<file path="config.mk">
export PLATFORM = sky130hd
export DESIGN_NAME = audio_sample_sched_flat
export DESIGN_NICKNAME = d
export VERILOG_FILES = /design/src/rtl/audio_sample_sched_pkg.sv /design/src/rtl/audio_sample_sched_if.sv /design/src/rtl/audio_sample_sched_tick_gen.sv /design/src/rtl/audio_sample_sched.sv /design/src/flat_wrapper.sv
export SDC_FILE = /design/constraint.sdc
export NUM_CORES = 1
export LEC_CHECK = 0
export ABC_CLOCK_PERIOD_IN_PS = 2700
export CORE_ASPECT_RATIO = 1.5
export CORE_MARGIN = 2
export CORE_UTILIZATION = 30
export CTS_CLUSTER_DIAMETER = 60
export DETAILED_ROUTE_END_ITERATION = 8
export GPL_ROUTABILITY_DRIVEN = 0
export MAX_ROUTING_LAYER = met4
export PLACE_DENSITY = 0.58
export SLEW_MARGIN = 25
export SYNTH_ARGS = -nofsm -noshare
export SYNTH_HDL_FRONTEND = slang
export SYNTH_SLANG_ARGS = --single-unit
</file>
<file path="constraint.sdc">
create_clock -name clk -period 2.7 [get_ports clk]
set_input_delay 0.405 -clock clk [delete_from_list [all_inputs] [get_ports clk]]
set_output_delay 0.405 -clock clk [all_outputs]
set_load 0.01 [all_outputs]
</file>
<file path="src/rtl/audio_sample_sched_pkg.sv">
// audio_pkg: shared types and constants for the audio sample scheduler.
// Holds the scheduler FSM state type, divider width and default compare,
// the divisor shift, the frame-count wrap value and the watchdog limit.
package audio_pkg;

   // Divider counter width
   localparam int CNT_W = 24;

   // div_sel is scaled by 2^DIV_SHIFT to form the compare value
   localparam int DIV_SHIFT = 4;

   // Compare used when div_sel == 0 (208-cycle period, 48 kHz at 10 MHz)
   localparam logic [CNT_W-1:0] DIV_DEFAULT = 24'd207;

   // Last value of the activity digit before it wraps to 0
   localparam logic [3:0] FRAME_WRAP = 4'd9;

   // Watchdog limit for the wait states (only used with AUDIO_SCHED_WDOG_EN)
   localparam logic [15:0] WDOG_CYC = 16'd4095;

   // Scheduler states: one start/wait pair per channel
   typedef enum logic [2:0] {
      ST_IDLE    = 3'd0,
      ST_START_L = 3'd1,
      ST_WAIT_L  = 3'd2,
      ST_START_R = 3'd3,
      ST_WAIT_R  = 3'd4
   } sched_state_t;

   // Next value of the mod-10 frame counter
   function automatic logic [3:0] frame_inc(input logic [3:0] cnt);
      return (cnt >= FRAME_WRAP) ? 4'd0 : cnt + 4'd1;
   endfunction

endpackage

</file>
<file path="src/rtl/audio_sample_sched_if.sv">
// audio_sample_sched_if: start/busy/done handshake to the shared serial
// converter. The scheduler is the master (issues start and channel), the
// converter is the slave (reports busy and a one-cycle done pulse).
interface audio_sample_sched_if;

   logic ser_start;   // start request, held until accepted
   logic ser_chan;    // 0 = left, 1 = right
   logic ser_busy;    // converter occupied, start not accepted
   logic ser_done;    // one-cycle pulse at end of transfer

   modport master (
      output ser_start,
      output ser_chan,
      input  ser_busy,
      input  ser_done
   );

   modport slave (
      input  ser_start,
      input  ser_chan,
      output ser_busy,
      output ser_done
   );

endinterface

</file>
<file path="src/rtl/audio_sample_sched_tick_gen.sv">
// sample_tick_gen: programmable sample-rate divider.
// Counts clk cycles and strobes sample_tick when the count reaches the
// selected compare value; the period is compare+1 cycles. A compare that
// drops below the running count fires on the same cycle.
module sample_tick_gen
   import audio_pkg::*;
(
   input  logic       clk,
   input  logic       reset,
   input  logic       enable,
   input  logic [7:0] div_sel,
   output logic       sample_tick
);

   logic [CNT_W-1:0] count_reg;
   logic [CNT_W-1:0] count_next;
   logic [CNT_W-1:0] compare;
   logic             tick;

   // Select the compare value: default rate, or div_sel scaled by 16
   always_comb begin
      compare = DIV_DEFAULT;
      if (div_sel != 8'd0)
         compare = CNT_W'({div_sel, {DIV_SHIFT{1'b0}}});
   end

   // Greater-or-equal so a lowered compare fires at once instead of wrapping
   assign tick = enable && !reset && (count_reg >= compare);

   // Next count: cleared while disabled or after a tick, otherwise increments
   always_comb begin
      count_next = count_reg + CNT_W'(1);
      if (!enable || tick)
         count_next = '0;
   end

   // Divider counter register
   always_ff @(posedge clk) begin
      if (reset)
         count_reg <= '0;
      else
         count_reg <= count_next;
   end

   assign sample_tick = tick;

endmodule

</file>
<file path="src/rtl/audio_sample_sched.sv">
// audio_sample_sched: audio frame scheduler.
// Each sample tick runs a left then a right transfer on the shared serial
// converter, counts completed frames mod 10 and flags dropped ticks.
// Optional watchdog on the wait states: define AUDIO_SCHED_WDOG_EN.
module audio_sample_sched
   import audio_pkg::*;
(
   input  logic                 clk,
   input  logic                 reset,
   input  logic                 enable,
   input  logic [7:0]           div_sel,
   input  logic                 overrun_clr,
   audio_sample_sched_if.master ser,
   output logic                 sample_tick,
   output logic                 overrun,
   output logic                 wdog_err,
   output logic [3:0]           frame_cnt
);

   sched_state_t state_reg;
   logic         ser_start_reg;
   logic         ser_chan_reg;
   logic         overrun_reg;
   logic [3:0]   frame_cnt_reg;
   logic         tick_drop;

   sample_tick_gen u_tick_gen (
      .clk         (clk),
      .reset       (reset),
      .enable      (enable),
      .div_sel     (div_sel),
      .sample_tick (sample_tick)
   );

   // A tick that arrives while a frame is still in flight is dropped
   assign tick_drop = sample_tick && (state_reg != ST_IDLE);

`ifdef AUDIO_SCHED_WDOG_EN
   logic [15:0] wdog_cnt_reg;
   logic        wdog_err_reg;
   logic        wdog_expired;

   assign wdog_expired = (wdog_cnt_reg == WDOG_CYC);

   // Cycles spent in the current wait state; restarts at 0 on every entry
   always_ff @(posedge clk) begin
      if (reset || !((state_reg == ST_WAIT_L) || (state_reg == ST_WAIT_R)))
         wdog_cnt_reg <= '0;
      else
         wdog_cnt_reg <= wdog_cnt_reg + 16'd1;
   end

   assign wdog_err = wdog_err_reg;
`else
   assign wdog_err = 1'b0;
`endif

   // Frame sequencer: start/wait per channel, outputs registered with the state
   always_ff @(posedge clk) begin
      if (reset) begin
         state_reg     <= ST_IDLE;
         ser_start_reg <= 1'b0;
         ser_chan_reg  <= 1'b0;
         frame_cnt_reg <= 4'd0;
`ifdef AUDIO_SCHED_WDOG_EN
         wdog_err_reg  <= 1'b0;
`endif
      end else begin
         case (state_reg)
            ST_IDLE: begin
               if (sample_tick) begin
                  state_reg     <= ST_START_L;
                  ser_start_reg <= 1'b1;
                  ser_chan_reg  <= 1'b0;
               end
            end
            ST_START_L: begin
               if (!ser.ser_busy) begin
                  state_reg     <= ST_WAIT_L;
                  ser_start_reg <= 1'b0;
               end
            end
            ST_WAIT_L: begin
               if (ser.ser_done) begin
                  state_reg     <= ST_START_R;
                  ser_start_reg <= 1'b1;
                  ser_chan_reg  <= 1'b1;
               end
`ifdef AUDIO_SCHED_WDOG_EN
               else if (wdog_expired) begin
                  state_reg     <= ST_IDLE;
                  ser_chan_reg  <= 1'b0;
                  wdog_err_reg  <= 1'b1;
               end
`endif
            end
            ST_START_R: begin
               if (!ser.ser_busy) begin
                  state_reg     <= ST_WAIT_R;
                  ser_start_reg <= 1'b0;
               end
            end
            ST_WAIT_R: begin
               if (ser.ser_done) begin
                  state_reg     <= ST_IDLE;
                  ser_chan_reg  <= 1'b0;
                  frame_cnt_reg <= frame_inc(frame_cnt_reg);
               end
`ifdef AUDIO_SCHED_WDOG_EN
               else if (wdog_expired) begin
                  state_reg     <= ST_IDLE;
                  ser_chan_reg  <= 1'b0;
                  wdog_err_reg  <= 1'b1;
               end
`endif
            end
            default: begin
               state_reg     <= ST_IDLE;
               ser_start_reg <= 1'b0;
               ser_chan_reg  <= 1'b0;
            end
         endcase
      end
   end

   // Sticky overrun flag; a drop in the same cycle as a clear keeps it set
   always_ff @(posedge clk) begin
      if (reset)
         overrun_reg <= 1'b0;
      else if (tick_drop)
         overrun_reg <= 1'b1;
      else if (overrun_clr)
         overrun_reg <= 1'b0;
   end

   assign ser.ser_start = ser_start_reg;
   assign ser.ser_chan  = ser_chan_reg;
   assign overrun       = overrun_reg;
   assign frame_cnt     = frame_cnt_reg;

endmodule

</file>
<file path="src/flat_wrapper.sv">
// flat-port wrapper written by rule: the top's interface ports become plain ports
module audio_sample_sched_flat import audio_pkg::*;
  (clk, reset, enable, div_sel, overrun_clr, sample_tick, overrun, wdog_err, frame_cnt, ser_ser_start, ser_ser_chan, ser_ser_busy, ser_ser_done);
  audio_sample_sched_if ser_i ();
  input  logic clk;
  input  logic reset;
  input  logic enable;
  input  logic [7:0] div_sel;
  input  logic overrun_clr;
  output logic sample_tick;
  output logic overrun;
  output logic wdog_err;
  output logic [3:0] frame_cnt;
  output wire logic [$bits(ser_i.ser_start)-1:0] ser_ser_start;
  output wire logic [$bits(ser_i.ser_chan)-1:0] ser_ser_chan;
  input wire logic [$bits(ser_i.ser_busy)-1:0] ser_ser_busy;
  input wire logic [$bits(ser_i.ser_done)-1:0] ser_ser_done;
  assign ser_ser_start = ser_i.ser_start;
  assign ser_ser_chan = ser_i.ser_chan;
  assign ser_i.ser_busy = ser_ser_busy;
  assign ser_i.ser_done = ser_ser_done;
  audio_sample_sched u_core (.clk(clk), .reset(reset), .enable(enable), .div_sel(div_sel), .overrun_clr(overrun_clr), .ser(ser_i), .sample_tick(sample_tick), .overrun(overrun), .wdog_err(wdog_err), .frame_cnt(frame_cnt));
endmodule
</file>
Fig. 1: run 1, port wiring
The bar under the picture is 20 microns long.
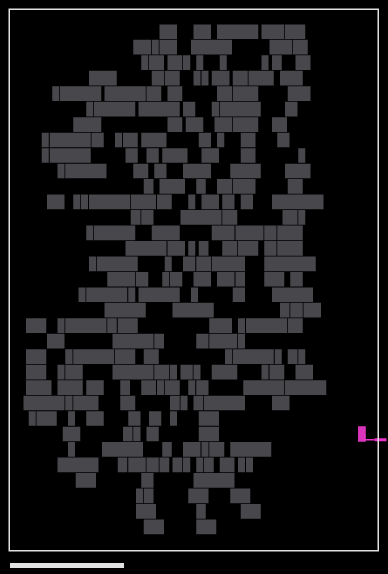
| port | color | bits | direction | end cells | buffers | wire |
|---|---|---|---|---|---|---|
| `wdog_err` | magenta | 1 | output | 1 | 0 | 2.50 microns |
top-level I/O count: 23
IO Port Bufs: 21

Fig. 2: run 1, the clock network
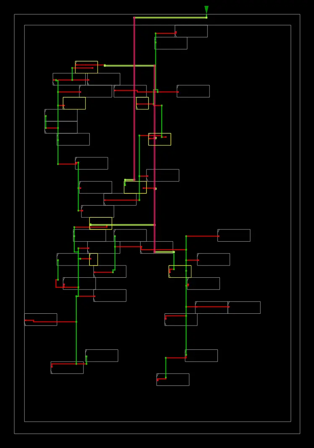
total CTS buffers: 5
clock skew: 0.00680 ns
Latency at later pin: 0.29 ns

==> reports/metrics.cfg, run 1 <==
[cts]
clockBufferDepth = 2
cts_tree = yes
cts-resized-gates = 27

[worst_setup_path]
worstPathMaxFanout = 4
cp_cell_sequence = buf_6, or4_4, nor2_4, inv_2, ha_4, nor2b_4, o211a_1, o311a_1, nor3_4, nor2_1, buf_2
r2r_end = u_core.u_tick_gen.count_reg[11]
path_depth = 11
r2r_cells = 7
slowest_delay_ns = 0.53
cp.required_ns = 2.30
arrival_ns = 2.54
worstSetupEndpointType = primary output

[run_status]
violations = setup timing
status = finished, violations left

[sta]
layout_setup_ws_ns = -0.246
holdWs_ns = 0.465
hold_viol = 0
finalSetupViolations = 8
slew-limit-headroom_pct = 56.4

[power]
combPwrFrac_pct = 9.4
seq_power_uw = 534

[cells_and_area]
diodes = 0
final_layout_top_logic_cell = dfxtp_1
clock_buffers = 6
logic_area_sq_um = 1020
design.seq.count = 34
seqCellArea_sq_um = 681
final_cell_mix = dfxtp_1, nor2_1, buf_4
largest_class = logic gates

[routing]
drc = 0
via_per_inst = 4.59
firstDrtPassIters = 4
route.top_layer_used = met4
wl_met1_microns = 1470
num_vias = 1438

[logic_synthesis]
flop_cell = dfxtp_1
synth.most_common_cell = dfxtp_1
ys_seq_elements = 34
xor_share_pct = 6.88
ys_warn_count = 0
synthMuxAreaShare_pct = 0.605
synthDistinctLibCells = 40
synthAdderAreaFrac_pct = 12.1

[flow_run]
warning_count = 31

[global_routing]
grt_max_degree = 15
grtUsageMet1_pct = 13.3
grtUsageMet3_pct = 3.46

[placed_design]
dp_hpwl_microns = 2690
place_ws_ns = -0.971

Fig. 3: run 1, register map, names as in the netlist
The bar under the picture is 20 microns long. Other sequential cells in the stronger gray, the rest of the logic in the fainter gray.
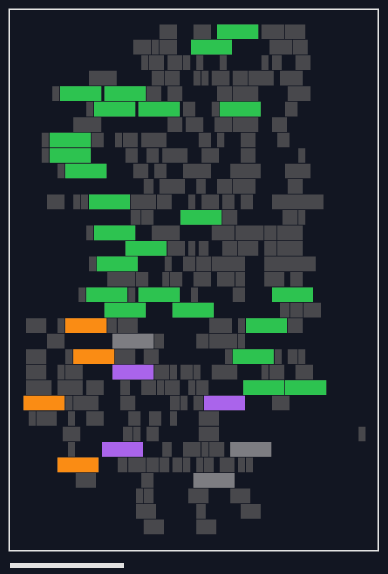
| netlist name | color | sequential cells |
|---|---|---|
| `u_core.state_reg` | purple | 3 |
| `u_core.frame_cnt` | orange | 4 |
| `u_core.u_tick_gen.count_reg` | green | 24 |
Util after Layout: 42.6%
Seq area share: 29.5%

Fig. 4: run 1, metal layers overlaid
Two of the layers only.
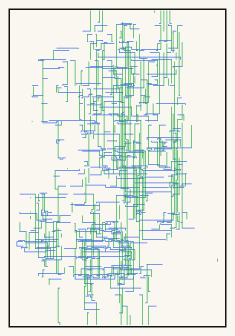

## Run 2: what changed since run 1
- ABC_CLOCK_PERIOD_IN_PS: 2700 -> 3400
- CTS_BUF_LIST: unset -> sky130_fd_sc_hd__clkbuf_2 sky130_fd_sc_hd__clkbuf_4 sky130_fd_sc_hd__clkbuf_8
- PLACE_DENSITY: 0.58 -> 0.56
- clock period: 2.7 -> 3.4 ns (I/O delays scaled with it)
Fig. 5: run 2, metal layers overlaid
Two of the layers only.
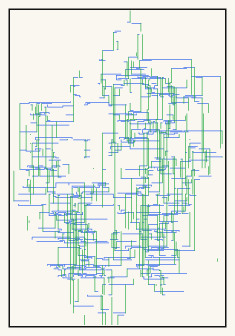
| layer | color | wire length |
|---|---|---|
| met2 | green | 1710 microns |
| met1 | blue | 1530 microns |
Total GRT Usage: 13.0%
via count: 1410
Routed WL: 3450 microns

==> run 2 against run 1 <==
Effect of this change:
- the flow now finishes without violations
- flip-flop count did not move
- clock skew barely moved
- final cell count down 1.6%
- sequential share of layout area grew 0.89 points
- register-to-register slack improved by 0.45 ns
- sequential power fell by 21%
- area after synthesis is the same
- critical path depth unchanged
- first-iteration DRC count is 81% higher
- power fell by 21%
- highest routed layer unchanged
==> reports/metrics.cfg, run 2 <==
[sta]
skew_ns = 0.00715  ; was 0.00680 ns
layout_setup_ws_ns = 0.116  ; was -0.246 ns
hold_viol = 0  ; unchanged

[worst_setup_path]
r2r_cells = 8  ; was 7
arrival_ns = 2.77  ; was 2.54 ns
worstSetupEndpointType = primary output  ; unchanged

[routing]
route.top_layer_used = met4  ; unchanged
drc = 0  ; unchanged
via_per_inst = 4.58  ; was 4.59

[cells_and_area]
final_layout_top_logic_cell = dfxtp_1  ; unchanged
diodes = 0  ; unchanged
utilization_pct = 41.4  ; was 42.6%

[logic_synthesis]
synth.most_common_cell = dfxtp_1  ; unchanged
ys_warn_count = 0  ; unchanged
xor_share_pct = 6.88  ; unchanged
ys_seq_elements = 34  ; unchanged
synthMuxAreaShare_pct = 0.605  ; unchanged

[power]
seq_power_uw = 424  ; was 534 uW
combPwrFrac_pct = 9.2  ; was 9.4%

[global_routing]
grt_max_degree = 15  ; unchanged
grtUsageMet3_pct = 3.10  ; was 3.46%

[placed_design]
place_ws_ns = -0.691  ; was -0.971 ns

[run_status]
status = complete, no violations  ; was finished, violations left

[flow_run]
warning_count = 28  ; was 31

Power figures rest on the tool's default switching activity, not on a simulated workload.
